**src/rtl/clock_divider_mc_pkg.sv**
```systemverilog
// Shared defaults and helpers for the multi-channel clock divider.
package clkdiv_pkg;

  localparam int unsigned CH_DEFAULT = 4;
  localparam int unsigned W_DEFAULT  = 4;

  // Length of the high phase for ratio r; odd ratios get the extra cycle high.
  function automatic int unsigned ceil_half(input int unsigned r);
    return r - (r >> 1);
  endfunction

endpackage

```
**src/rtl/clock_divider_mc_if.sv**
```systemverilog
// Control/status bundle between the divider and its consumer.
interface clock_divider_mc_if
  import clkdiv_pkg::*;
#(
  parameter int unsigned CH = CH_DEFAULT,
  parameter int unsigned W  = W_DEFAULT
);

  logic [CH-1:0]   en_i;
  logic            sync_i;
  logic [CH*W-1:0] div_i;
  logic [CH-1:0]   clk_o;
  logic [CH-1:0]   tick_o;

  modport master (
    output en_i,
    output sync_i,
    output div_i,
    input  clk_o,
    input  tick_o
  );

  modport slave (
    input  en_i,
    input  sync_i,
    input  div_i,
    output clk_o,
    output tick_o
  );

endinterface

```
**src/rtl/clock_divider_mc_ch.sv**
```systemverilog
// One divider channel: enable state, period counter, active divisor and
// registered clk/tick decode.
module clock_divider_ch
  import clkdiv_pkg::*;
#(
  parameter int unsigned W = W_DEFAULT
) (
  input  logic         clk_i,
  input  logic         rst,
  input  logic         en_i,
  input  logic         sync_i,
  input  logic [W-1:0] div_i,
  output logic         clk_o,
  output logic         tick_o
);

  typedef enum logic {
    CH_IDLE = 1'b0,
    CH_RUN  = 1'b1
  } ch_state_t;

  ch_state_t    state_q, state_d;
  logic [W-1:0] cnt_q, cnt_d;
  logic [W-1:0] div_q, div_d;
  logic         clk_d, tick_d;
  logic         terminal;

  assign terminal = (cnt_q == div_q);

  always_ff @(posedge clk_i or posedge rst) begin
    if (rst) begin
      state_q <= CH_IDLE;
      cnt_q   <= '0;
      div_q   <= '0;
      clk_o   <= 1'b0;
      tick_o  <= 1'b0;
    end else begin
      state_q <= state_d;
      cnt_q   <= cnt_d;
      div_q   <= div_d;
      clk_o   <= clk_d;
      tick_o  <= tick_d;
    end
  end

  always_comb begin
    state_d = en_i ? CH_RUN : CH_IDLE;
  end

  // Every load point (disabled, fresh enable, sync, wrap) restarts the
  // period with the divisor currently presented, so no runt pulse appears.
  always_comb begin
    cnt_d = '0;
    div_d = div_q;
    if (!en_i || sync_i || (state_q == CH_IDLE) || terminal) begin
      cnt_d = '0;
      div_d = div_i;
    end else begin
      cnt_d = cnt_q + 1'b1;
    end
  end

  // Outputs are decoded from next-state so they line up with the new count.
  always_comb begin
    clk_d  = 1'b0;
    tick_d = 1'b0;
    if (state_d == CH_RUN) begin
      clk_d  = (32'(cnt_d) < ceil_half(32'(div_d) + 32'd1));
      tick_d = (cnt_d == div_d);
    end
  end

endmodule

```
**src/rtl/clock_divider_mc.sv**
```systemverilog
// Multi-channel programmable clock divider: CH independent channels sharing
// one phase-sync strobe.
module clock_divider_mc
  import clkdiv_pkg::*;
#(
  parameter int unsigned CH = CH_DEFAULT,
  parameter int unsigned W  = W_DEFAULT
) (
  input logic               clk_i,
  input logic               rst,
  clock_divider_mc_if.slave bus
);

  logic [CH-1:0] clk_v;
  logic [CH-1:0] tick_v;

  for (genvar n = 0; n < CH; n++) begin : g_ch
    clock_divider_ch #(
      .W(W)
    ) u_ch (
      .clk_i  (clk_i),
      .rst    (rst),
      .en_i   (bus.en_i[n]),
      .sync_i (bus.sync_i),
      .div_i  (bus.div_i[n*W +: W]),
      .clk_o  (clk_v[n]),
      .tick_o (tick_v[n])
    );
  end

  assign bus.clk_o  = clk_v;
  assign bus.tick_o = tick_v;

endmodule

```
**src/flat_wrapper.sv**
```systemverilog
// flat-port wrapper written by rule: the top's interface ports become plain ports
module clock_divider_mc_flat import clkdiv_pkg::*;
#(
  parameter int unsigned CH = CH_DEFAULT,
  parameter int unsigned W  = W_DEFAULT
)
  (clk_i, rst, bus_en_i, bus_sync_i, bus_div_i, bus_clk_o, bus_tick_o);
  clock_divider_mc_if #(.CH(CH), .W(W)) bus_i ();
  input logic clk_i;
  input logic rst;
  input wire logic [$bits(bus_i.en_i)-1:0] bus_en_i;
  input wire logic [$bits(bus_i.sync_i)-1:0] bus_sync_i;
  input wire logic [$bits(bus_i.div_i)-1:0] bus_div_i;
  output wire logic [$bits(bus_i.clk_o)-1:0] bus_clk_o;
  output wire logic [$bits(bus_i.tick_o)-1:0] bus_tick_o;
  assign bus_i.en_i = bus_en_i;
  assign bus_i.sync_i = bus_sync_i;
  assign bus_i.div_i = bus_div_i;
  assign bus_clk_o = bus_i.clk_o;
  assign bus_tick_o = bus_i.tick_o;
  clock_divider_mc #(.CH(CH), .W(W)) u_core (.clk_i(clk_i), .rst(rst), .bus(bus_i));
endmodule
```
**config.mk**
```make
export PLATFORM = sky130hd
export DESIGN_NAME = clock_divider_mc_flat
export DESIGN_NICKNAME = d
export VERILOG_FILES = /design/src/rtl/clock_divider_mc_pkg.sv /design/src/rtl/clock_divider_mc_if.sv /design/src/rtl/clock_divider_mc_ch.sv /design/src/rtl/clock_divider_mc.sv /design/src/flat_wrapper.sv
export SDC_FILE = /design/constraint.sdc
export NUM_CORES = 1
export LEC_CHECK = 0
export CORE_ASPECT_RATIO = 2
export CORE_MARGIN = 4
export CORE_UTILIZATION = 62
export DETAILED_ROUTE_END_ITERATION = 8
export DONT_BUFFER_PORTS = 1
export PLACE_DENSITY_LB_ADDON = 0.12
export SLEW_MARGIN = 20
export SYNTH_ARGS = -nofsm -noshare
export SYNTH_HDL_FRONTEND = slang
export SYNTH_SLANG_ARGS = --single-unit
```
**constraint.sdc**
```tcl
create_clock -name clk_i -period 8.3 [get_ports clk_i]
set_input_delay 2.075 -clock clk_i [delete_from_list [all_inputs] [get_ports clk_i]]
set_output_delay 2.075 -clock clk_i [all_outputs]
set_load 0.02 [all_outputs]
```
### Placement view

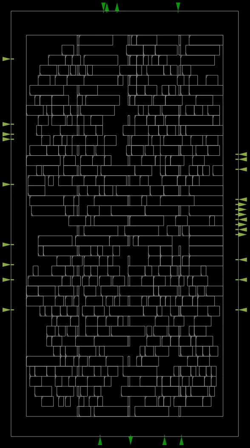
register share of the cell area: 30.0%
Final Non-Filler Cells: 438
Core Region: 0.00552 mm²
Fill cells: 472
number of cell rows: 38

### Where the registers sit

Bar = 20 µm. Other sequential cells in the stronger gray, the rest of the logic in the fainter gray.
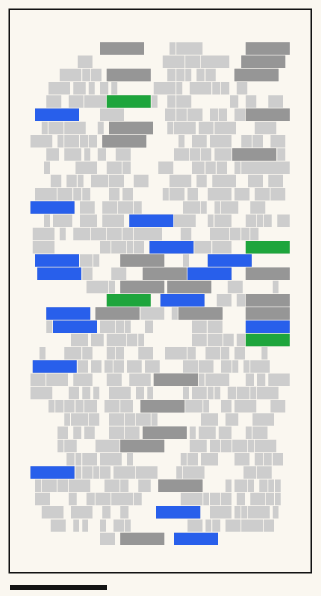
`u_core.g_ch.u_ch.state_q` -> green  # placed flops 4
`u_core.g_ch.u_ch.div_q` -> blue  # placed flops 16

### Placement density heat map

Bar = 20 µm. The die is cut into 6 by 12 equal tiles; white is low, dark blue is high, 0 to 100% covered.
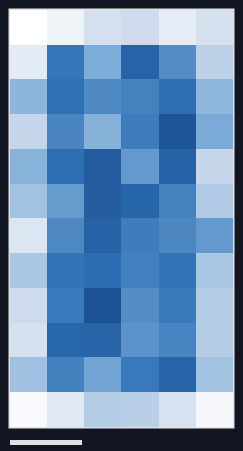
nearly empty tiles = 1.4%
mean over tiles = 51%
tiles over 75% full = 18%
densest ninth of the die = center
fullest tile = 86%
starting density of the core: 64.7%
fin util: 66.5%

### I/O nets highlighted

Bar = 20 µm.
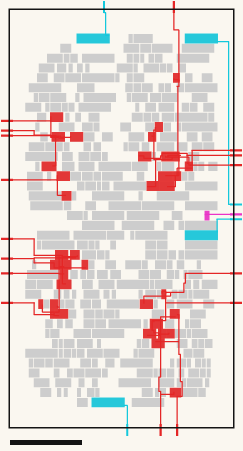
`rst` -> magenta  # bits 1, direction input, end cells 1, buffers 0, wire 7.30 µm
`bus_clk_o` -> cyan  # bits 4, direction output, end cells 4, buffers 0, wire 71.1 µm
`bus_div_i` -> red  # bits 16, direction input, end cells 38, buffers 0, wire 522 µm
IO buf count: 0
I/O pin cnt: 31

### Floorplan with the power grid

Bar = 20 µm. Pins as bars on the die edge. Tap cells in gray.
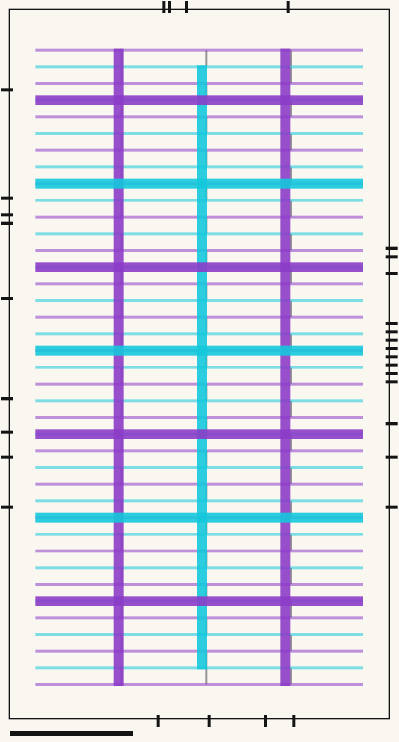
VSS -> purple
VDD -> cyan
met1 rails = 39
rows = 38
Worst VDD drop: 0.148 mV
Die Wd: 61.7 µm
Die Y: 115 µm

==> results_dict.tcl <==
# place-and-route summary
set metrics [dict create \
    period_used_pct 65.2 \
    critPathMaxStageDelay_ns 0.51 \
    final_common_cell "xnor2_1" \
    yosysCellCount 381 \
    cp-start-kind "input pin" \
    avgSynthCellArea_um2 9.37 \
    hold_depth 1 \
    powerDensity_mw_per_mm2 158 \
    min_path_type "reg -> reg" \
    min_to "u_core.g_ch[0].u_ch.cnt_q[0]$_DFF_PP0_" \
    overflow 0 \
    grt_max_degree 45 \
    cts.clk_slew.worst_paths_ns 0.08 \
    crit_family "AND-OR/OR-AND gates" \
    edf_count 0 \
    postCtsHoldBufs 0 \
    warning_count 33 \
    p_leak_nw 1.66 \
    outcome "completed" \
    relSlewSlack_pct 38.6 \
    via_count 2690 \
    grt.total_usage_pct 23.2 \
    hold_start "u_core.g_ch[0].u_ch.cnt_q[0]$_DFF_PP0_" \
    cts_sinks 44 \
    rsz0062_at_grt "false" \
    async_reset_ff_share_pct 100 \
    gp_congestion 0.899 \
    postCtsSetupBuffers 0 \
    n_antenna_cell 0 \
    finalClockSkew_ns 0.00410 \
]
report_power, final:
group          internal, mW  leakage, nW  switching [mW]
Clock                0.0678       0.0445          0.0793
Combinational        0.0841         1.06           0.108
Sequential            0.224        0.557          0.0141
Total                 0.376         1.66           0.201
through the flow:
stage	hold WS [ns]	worst slack [ns]	utilization [%]	total power, mW	cell area (µm²)
final	0.554	2.89	66.5	0.578	3670
after global routing	0.575	2.58	66.5	0.622	3670
after CTS	0.549	2.91	66.5	0.582	3670
after detailed placement	0.535	2.61	64.8	0.435	3570
after global placement	0.530	2.62	64.8	0.430	3570
after floorplan	0.481	2.92	-	0.403	3570
logic make-up (layout without fill, tap and decap cells):
group           after synthesis  in the layout  synth area share [%]
flops                        44             44                  30.8
simple gates                118            118                  18.1
fa+ha+maj                    40             40                  14.0
xor+xnor                     58             58                  14.2
buf+inv                      41             38                  5.22
compound gates               59             59                  11.6
mux                          21             21                  6.03
state kept, by name (all words and copies together), names as in the netlist:
register	count
u_core.g_ch.u_ch.cnt_q	16
u_core.g_ch.u_ch.tick_o	4
u_core.g_ch.u_ch.state_q	4
u_core.g_ch.u_ch.div_q	16
u_core.g_ch.u_ch.clk_o	4
worst max path at each step:
stage                                     endpoint  cells past startpoint
2_1_floorplan  u_core.g_ch[0].u_ch.clk_o$_DFF_PP0_                     18
3_5_place_dp   u_core.g_ch[0].u_ch.clk_o$_DFF_PP0_                     17
4_1_cts        u_core.g_ch[0].u_ch.clk_o$_DFF_PP0_                     17
5_1_grt        u_core.g_ch[0].u_ch.clk_o$_DFF_PP0_                     18
3_3_place_gp   u_core.g_ch[0].u_ch.clk_o$_DFF_PP0_                     17
6_report       u_core.g_ch[0].u_ch.clk_o$_DFF_PP0_                     17
area by class of cell:
| type | instances | area, µm² | share of cell area [%] |
|---|---|---|---|
| inverter | 30 | 113 | 3.07 |
| sequential | 44 | 1100 | 30.0 |
| multi-input combinational | 296 | 2280 | 62.3 |
| tap | 60 | 75.1 | 2.05 |
| clock inverter | 1 | 7.51 | 0.205 |
| clock buffer | 7 | 86.3 | 2.35 |
cells in the mapped netlist (2+ instances only):
cell,instances,share of area [%]
xnor2_1,46,11
dfrtp_1,44,31
ha_1,40,14
inv_1,30,3.2
nor2_1,21,2.2
nand2_1,19,2.0
a21oi_1,17,2.4
mux2i_1,17,4.8
nor3_1,14,2.0
nor2b_1,12,2.1
xor2_1,12,2.9
nand3_1,11,1.5
a31oi_1,8,1.4
buf_4,8,1.7
nand2b_1,8,1.4
nor4_1,8,1.4
o21ai_0,8,1.1
and3_1,5,0.88
and4_1,5,1.2
a21o_1,4,0.84
mux2_2,3,0.95
a211oi_1,2,0.42
a22oi_1,2,0.42
and2_1,2,0.35
buf_2,2,0.28
nand4_1,2,0.35
o2111ai_1,2,0.49
o211ai_1,2,0.42
o21ai_1,2,0.28
o21ai_2,2,0.49
o22ai_1,2,0.35
o31ai_1,2,0.42
or3_1,2,0.35
metal layers:
layer	routed length [µm]	GRT usage, %	part of all wire, %
met1	2710	24.1	37
met2	4000	41.9	55
met3	326	4.38	4.5
met4	287	11.2	3.9
met5	0	0	0
Power is estimated from default activity; no workload was simulated.
